==> config.mk <==
export PLATFORM = sky130hd
export DESIGN_NAME = csi_frame_writer_flat
export DESIGN_NICKNAME = d
export VERILOG_FILES = /design/src/rtl/csi_frame_writer_if.sv /design/src/rtl/csi_frame_writer.sv /design/src/flat_wrapper.sv
export SDC_FILE = /design/constraint.sdc
export NUM_CORES = 1
export LEC_CHECK = 0
export ABC_AREA = 1
export CORE_UTILIZATION = 45
export DETAILED_ROUTE_END_ITERATION = 10
export PLACE_DENSITY = 0.65
export RECOVER_POWER = 25
export SLEW_MARGIN = 20
export SYNTH_ARGS = -nofsm -noshare
export SYNTH_HDL_FRONTEND = slang
export SYNTH_SLANG_ARGS = --single-unit
export TNS_END_PERCENT = 30
==> constraint.sdc <==
create_clock -name clk -period 7.5 [get_ports clk]
set_input_delay 1.5 -clock clk [delete_from_list [all_inputs] [get_ports clk]]
set_output_delay 1.5 -clock clk [all_outputs]
set_load 0.005 [all_outputs]
==> src/rtl/csi_frame_writer_if.sv <==
// Bus between the raw8 unpacker / CSI packet decoder and the frame-buffer write port.
interface csi_frame_writer_if #(
    parameter int ADDR_W = 19
);
    logic [31:0]       raw;
    logic              raw_valid;
    logic              frame_start;
    logic              frame_end;
    logic              cam_sel;
    logic [7:0]        pix_data;
    logic [ADDR_W-1:0] pix_addr;
    logic              pix_we_cam0;
    logic              pix_we_cam1;
    logic              frame_done;
    logic              short_frame;
    logic              overflow;

    modport slave (
        input  raw, raw_valid, frame_start, frame_end,
        output cam_sel, pix_data, pix_addr, pix_we_cam0, pix_we_cam1,
               frame_done, short_frame, overflow
    );

    modport master (
        output raw, raw_valid, frame_start, frame_end,
        input  cam_sel, pix_data, pix_addr, pix_we_cam0, pix_we_cam1,
               frame_done, short_frame, overflow
    );
endinterface

==> src/rtl/csi_frame_writer.sv <==
// CSI raw8 frame writer: buffers 32-bit raw words in a 2-entry FIFO, serialises
// them to one pixel per clock and writes linear addresses into the selected
// camera buffer. Optional macro ALTERNATE_CAM_EN enables cam0/cam1 ping-pong.
module csi_frame_writer #(
    parameter int FRAME_PIXELS = 307200,
    parameter int ADDR_W       = 19,
    parameter int FIFO_DEPTH   = 2
) (
    input logic               clk,
    input logic               rst,
    csi_frame_writer_if.slave bus
);
    localparam int CNT_W  = ADDR_W + 1;
    localparam int PTR_W  = $clog2(FIFO_DEPTH);
    localparam int FCNT_W = $clog2(FIFO_DEPTH + 1);

    typedef enum logic [1:0] {S_IDLE, S_ACTIVE, S_FLUSH, S_SWITCH} state_t;

    state_t            state_q, state_d;
    logic [31:0]       fifo_q [FIFO_DEPTH];
    logic [31:0]       fifo_d [FIFO_DEPTH];
    logic [PTR_W-1:0]  wr_ptr_q, wr_ptr_d, rd_ptr_q, rd_ptr_d;
    logic [FCNT_W-1:0] fifo_cnt_q, fifo_cnt_d;
    logic [31:0]       ser_word_q, ser_word_d;
    logic [1:0]        ser_idx_q, ser_idx_d;
    logic              ser_valid_q, ser_valid_d;
    logic [CNT_W-1:0]  pix_cnt_q, pix_cnt_d;

    logic              cam_sel_q, cam_sel_d;
    logic [7:0]        pix_data_q, pix_data_d;
    logic [ADDR_W-1:0] pix_addr_q, pix_addr_d;
    logic              we0_q, we0_d, we1_q, we1_d;
    logic              frame_done_q, frame_done_d;
    logic              short_q, short_d;
    logic              ovf_q, ovf_d;

    logic restart, draining, pop, push_req, push, drop, emit, in_range, wr;

    // frame_end takes priority over frame_start while ACTIVE
    assign restart  = bus.frame_start &&
                      ((state_q == S_IDLE) || (state_q == S_ACTIVE && !bus.frame_end));
    assign draining = (state_q == S_ACTIVE) || (state_q == S_FLUSH);
    assign pop      = draining && (fifo_cnt_q != '0) && (!ser_valid_q || ser_idx_q == 2'd3);
    assign push_req = (state_q == S_ACTIVE) && bus.raw_valid;
    assign push     = push_req && ((fifo_cnt_q != FCNT_W'(FIFO_DEPTH)) || pop);
    assign drop     = push_req && !push;
    assign emit     = draining && ser_valid_q;
    assign in_range = pix_cnt_q < CNT_W'(FRAME_PIXELS);
    assign wr       = !restart && emit && in_range;

    // FSM state register
    always_ff @(posedge clk or posedge rst) begin
        if (rst) state_q <= S_IDLE;
        else     state_q <= state_d;
    end

    // FSM next-state logic
    always_comb begin
        state_d = state_q;
        case (state_q)
            S_IDLE:   if (bus.frame_start) state_d = S_ACTIVE;
            S_ACTIVE: if (bus.frame_end) state_d = S_FLUSH;
            S_FLUSH:  if (fifo_cnt_q == '0 && !ser_valid_q) state_d = S_SWITCH;
            S_SWITCH: state_d = S_IDLE;
            default:  state_d = S_IDLE;
        endcase
    end

    // FIFO, serialiser and pixel counter update
    always_comb begin
        fifo_d      = fifo_q;
        wr_ptr_d    = wr_ptr_q;
        rd_ptr_d    = rd_ptr_q;
        fifo_cnt_d  = fifo_cnt_q;
        ser_word_d  = ser_word_q;
        ser_idx_d   = ser_idx_q;
        ser_valid_d = ser_valid_q;
        pix_cnt_d   = pix_cnt_q;
        if (restart) begin
            wr_ptr_d    = '0;
            rd_ptr_d    = '0;
            fifo_cnt_d  = '0;
            ser_idx_d   = '0;
            ser_valid_d = 1'b0;
            pix_cnt_d   = '0;
        end else begin
            if (push) begin
                fifo_d[wr_ptr_q] = bus.raw;
                wr_ptr_d         = wr_ptr_q + PTR_W'(1);
            end
            if (pop) rd_ptr_d = rd_ptr_q + PTR_W'(1);
            fifo_cnt_d = fifo_cnt_q + FCNT_W'(push) - FCNT_W'(pop);
            if (emit) begin
                ser_idx_d = ser_idx_q + 2'd1;
                if (ser_idx_q == 2'd3) ser_valid_d = 1'b0;
                // counter saturates at FRAME_PIXELS: excess pixels are consumed unwritten
                if (in_range) pix_cnt_d = pix_cnt_q + CNT_W'(1);
            end
            // a pop on byte 3 reloads the serialiser back-to-back
            if (pop) begin
                ser_word_d  = fifo_q[rd_ptr_q];
                ser_idx_d   = '0;
                ser_valid_d = 1'b1;
            end
        end
    end

    // FSM / datapath output logic feeding the registered outputs
    always_comb begin
        pix_data_d   = wr ? ser_word_q[{ser_idx_q, 3'b000} +: 8] : '0;
        pix_addr_d   = wr ? pix_cnt_q[ADDR_W-1:0] : '0;
        frame_done_d = (state_d == S_SWITCH);
        short_d      = (state_d == S_SWITCH) && (pix_cnt_q != CNT_W'(FRAME_PIXELS));
        ovf_d        = restart ? 1'b0 : (drop ? 1'b1 : ovf_q);
`ifdef ALTERNATE_CAM_EN
        cam_sel_d = (state_q == S_SWITCH && pix_cnt_q == CNT_W'(FRAME_PIXELS)) ? ~cam_sel_q
                                                                              : cam_sel_q;
        we0_d     = wr && !cam_sel_q;
        we1_d     = wr && cam_sel_q;
`else
        cam_sel_d = 1'b0;
        we0_d     = wr;
        we1_d     = 1'b0;
`endif
    end

    // datapath and output registers
    always_ff @(posedge clk or posedge rst) begin
        if (rst) begin
            for (int unsigned i = 0; i < FIFO_DEPTH; i++) fifo_q[i] <= '0;
            wr_ptr_q     <= '0;
            rd_ptr_q     <= '0;
            fifo_cnt_q   <= '0;
            ser_word_q   <= '0;
            ser_idx_q    <= '0;
            ser_valid_q  <= 1'b0;
            pix_cnt_q    <= '0;
            cam_sel_q    <= 1'b0;
            pix_data_q   <= '0;
            pix_addr_q   <= '0;
            we0_q        <= 1'b0;
            we1_q        <= 1'b0;
            frame_done_q <= 1'b0;
            short_q      <= 1'b0;
            ovf_q        <= 1'b0;
        end else begin
            fifo_q       <= fifo_d;
            wr_ptr_q     <= wr_ptr_d;
            rd_ptr_q     <= rd_ptr_d;
            fifo_cnt_q   <= fifo_cnt_d;
            ser_word_q   <= ser_word_d;
            ser_idx_q    <= ser_idx_d;
            ser_valid_q  <= ser_valid_d;
            pix_cnt_q    <= pix_cnt_d;
            cam_sel_q    <= cam_sel_d;
            pix_data_q   <= pix_data_d;
            pix_addr_q   <= pix_addr_d;
            we0_q        <= we0_d;
            we1_q        <= we1_d;
            frame_done_q <= frame_done_d;
            short_q      <= short_d;
            ovf_q        <= ovf_d;
        end
    end

    assign bus.cam_sel     = cam_sel_q;
    assign bus.pix_data    = pix_data_q;
    assign bus.pix_addr    = pix_addr_q;
    assign bus.pix_we_cam0 = we0_q;
    assign bus.pix_we_cam1 = we1_q;
    assign bus.frame_done  = frame_done_q;
    assign bus.short_frame = short_q;
    assign bus.overflow    = ovf_q;
endmodule
==> src/flat_wrapper.sv <==
// flat-port wrapper written by rule: the top's interface ports become plain ports
module csi_frame_writer_flat 
#(
    parameter int FRAME_PIXELS = 307200,
    parameter int ADDR_W       = 19,
    parameter int FIFO_DEPTH   = 2
)
  (clk, rst, bus_raw, bus_raw_valid, bus_frame_start, bus_frame_end, bus_cam_sel, bus_pix_data, bus_pix_addr, bus_pix_we_cam0, bus_pix_we_cam1, bus_frame_done, bus_short_frame, bus_overflow);
  csi_frame_writer_if #(.ADDR_W(ADDR_W)) bus_i ();
  input logic clk;
  input logic rst;
  input wire logic [$bits(bus_i.raw)-1:0] bus_raw;
  input wire logic [$bits(bus_i.raw_valid)-1:0] bus_raw_valid;
  input wire logic [$bits(bus_i.frame_start)-1:0] bus_frame_start;
  input wire logic [$bits(bus_i.frame_end)-1:0] bus_frame_end;
  output wire logic [$bits(bus_i.cam_sel)-1:0] bus_cam_sel;
  output wire logic [$bits(bus_i.pix_data)-1:0] bus_pix_data;
  output wire logic [$bits(bus_i.pix_addr)-1:0] bus_pix_addr;
  output wire logic [$bits(bus_i.pix_we_cam0)-1:0] bus_pix_we_cam0;
  output wire logic [$bits(bus_i.pix_we_cam1)-1:0] bus_pix_we_cam1;
  output wire logic [$bits(bus_i.frame_done)-1:0] bus_frame_done;
  output wire logic [$bits(bus_i.short_frame)-1:0] bus_short_frame;
  output wire logic [$bits(bus_i.overflow)-1:0] bus_overflow;
  assign bus_i.raw = bus_raw;
  assign bus_i.raw_valid = bus_raw_valid;
  assign bus_i.frame_start = bus_frame_start;
  assign bus_i.frame_end = bus_frame_end;
  assign bus_cam_sel = bus_i.cam_sel;
  assign bus_pix_data = bus_i.pix_data;
  assign bus_pix_addr = bus_i.pix_addr;
  assign bus_pix_we_cam0 = bus_i.pix_we_cam0;
  assign bus_pix_we_cam1 = bus_i.pix_we_cam1;
  assign bus_frame_done = bus_i.frame_done;
  assign bus_short_frame = bus_i.short_frame;
  assign bus_overflow = bus_i.overflow;
  csi_frame_writer #(.FRAME_PIXELS(FRAME_PIXELS), .ADDR_W(ADDR_W), .FIFO_DEPTH(FIFO_DEPTH)) u_core (.clk(clk), .rst(rst), .bus(bus_i));
endmodule
**Gate-type map**

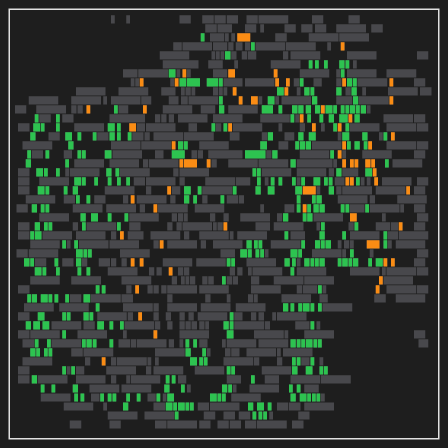
[nor cells] orange | cells: 65 | most used: nor2_1
[nand cells] green | cells: 323 | most used: nand2_1 | where: spread over the die
combinational fraction of the cell area: 0.323
final non-filler cell total: 1095
highest-count logic cell in the final layout: sky130_fd_sc_hd__nand2_1

**Placed cells, one color a class**

Scale bar: 50 um.
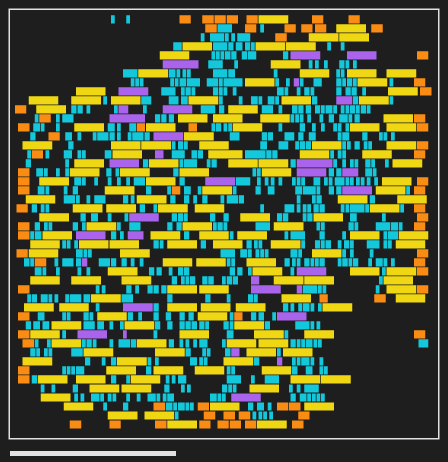
[remaining logic cells] cyan | cells: 619 | share of their area: 37%
[remaining buffers and delay cells] orange | cells: 72 | share of their area: 8.5%
[clock drivers and dummy loads] purple | cells: 32 | share of their area: 7.4%
[registers] yellow | cells: 156 | share of their area: 47%
Std-Cell Core Area: 0.0158 mm2
final std cell area, no fill: 0.00859 mm2
fraction of area in registers: 0.455
std cell rows: 46

**Signal wires by layer**

Scale bar: 50 um. Only two layers are drawn.
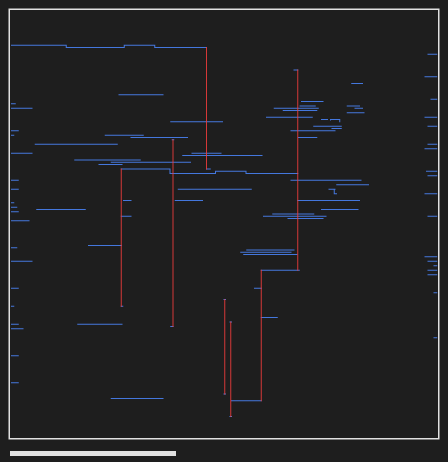
[M4] red | wire length: 292 um
[M3] blue | wire length: 749 um
Routed wire per std cell: 15.5 um
total length of routed wires: 16.9 mm

**Routing congestion**

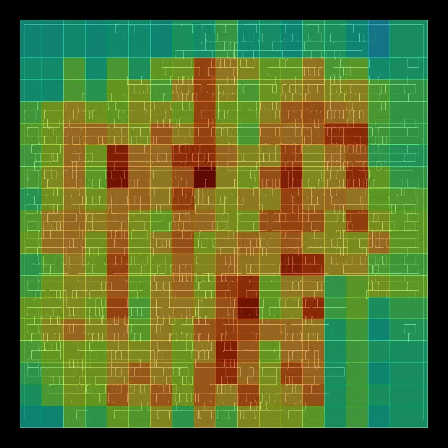
GRT Total Usage: 0.223
global routing met2 resource utilization: 0.363
global routing met3 resource utilization: 0.0405
utilization after layout: 0.543
gr busiest metal: met2

**Sequential cells colored by netlist name**

Scale bar: 50 um. Other sequential cells in the stronger gray, the rest of the logic in the fainter gray.
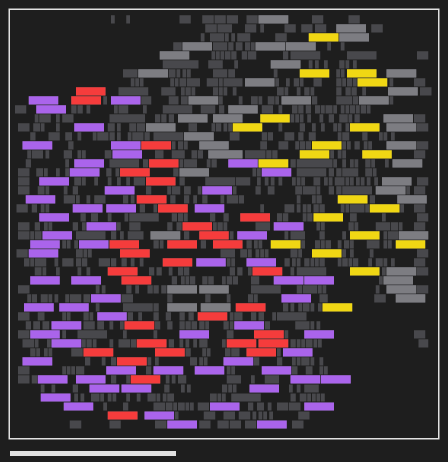
[u_core.fifo_q] purple | sequential cells: 64
[u_core.pix_cnt_q] yellow | sequential cells: 20
[u_core.ser_word_q] red | sequential cells: 32
not colored: 40
Storage cell area: 0.00391 mm2
Sequential Power: 0.00139 W

==> Changelog: implementation <==
### Metrics

* Result of the run: finished clean
* FP Core Util at 0.461
* X dimension of the die at 129 um
* Worst R2R Setup Slack at 4.07 ns
* Setup repair after global routing missed its margin: false
* Placed inst area at approximately 0.008 mm2
* Switching power at about 0.0013 W
* WP buf/inv at 3
* Number of DRC markers in iteration 0 at 438
* DRC errors left at 0
* Root Buffer: sky130_fd_sc_hd__clkbuf_16
* Maximum number of pins on one net before global-route repair at ~110
* Minimum setup slack after placement at 2.81 ns
* Plain + repair buffers at 72
* Most frequent cell after synthesis: sky130_fd_sc_hd__nand2_1
* Final setup margin at approximately 3.2 ns
* Power Clock at between 0.0008 and 0.0009 W
* Power density of the placed cells at 395 mW/mm2
* Routed metal-1 wire length at 7.68 mm
* Family with the most delay on the worst path: buffers and inverters
* Ranking of synthesized cells by instance count: 201 x sky130_fd_sc_hd__nand2_1, 156 x sky130_fd_sc_hd__dfrtp_1, 74 x sky130_fd_sc_hd__inv_1
* Number of flip-flops and latches at 156
* Register containing the most flip-flops in the final layout: u_core.fifo_q
* # Post-CTS Setup Buffers at 0
* Path type of the worst setup path: input pin to register
* Multi-Input Combinational at 538
* Floorplan die area at 0.0167 mm2
Power is estimated from default activity; no workload was simulated.
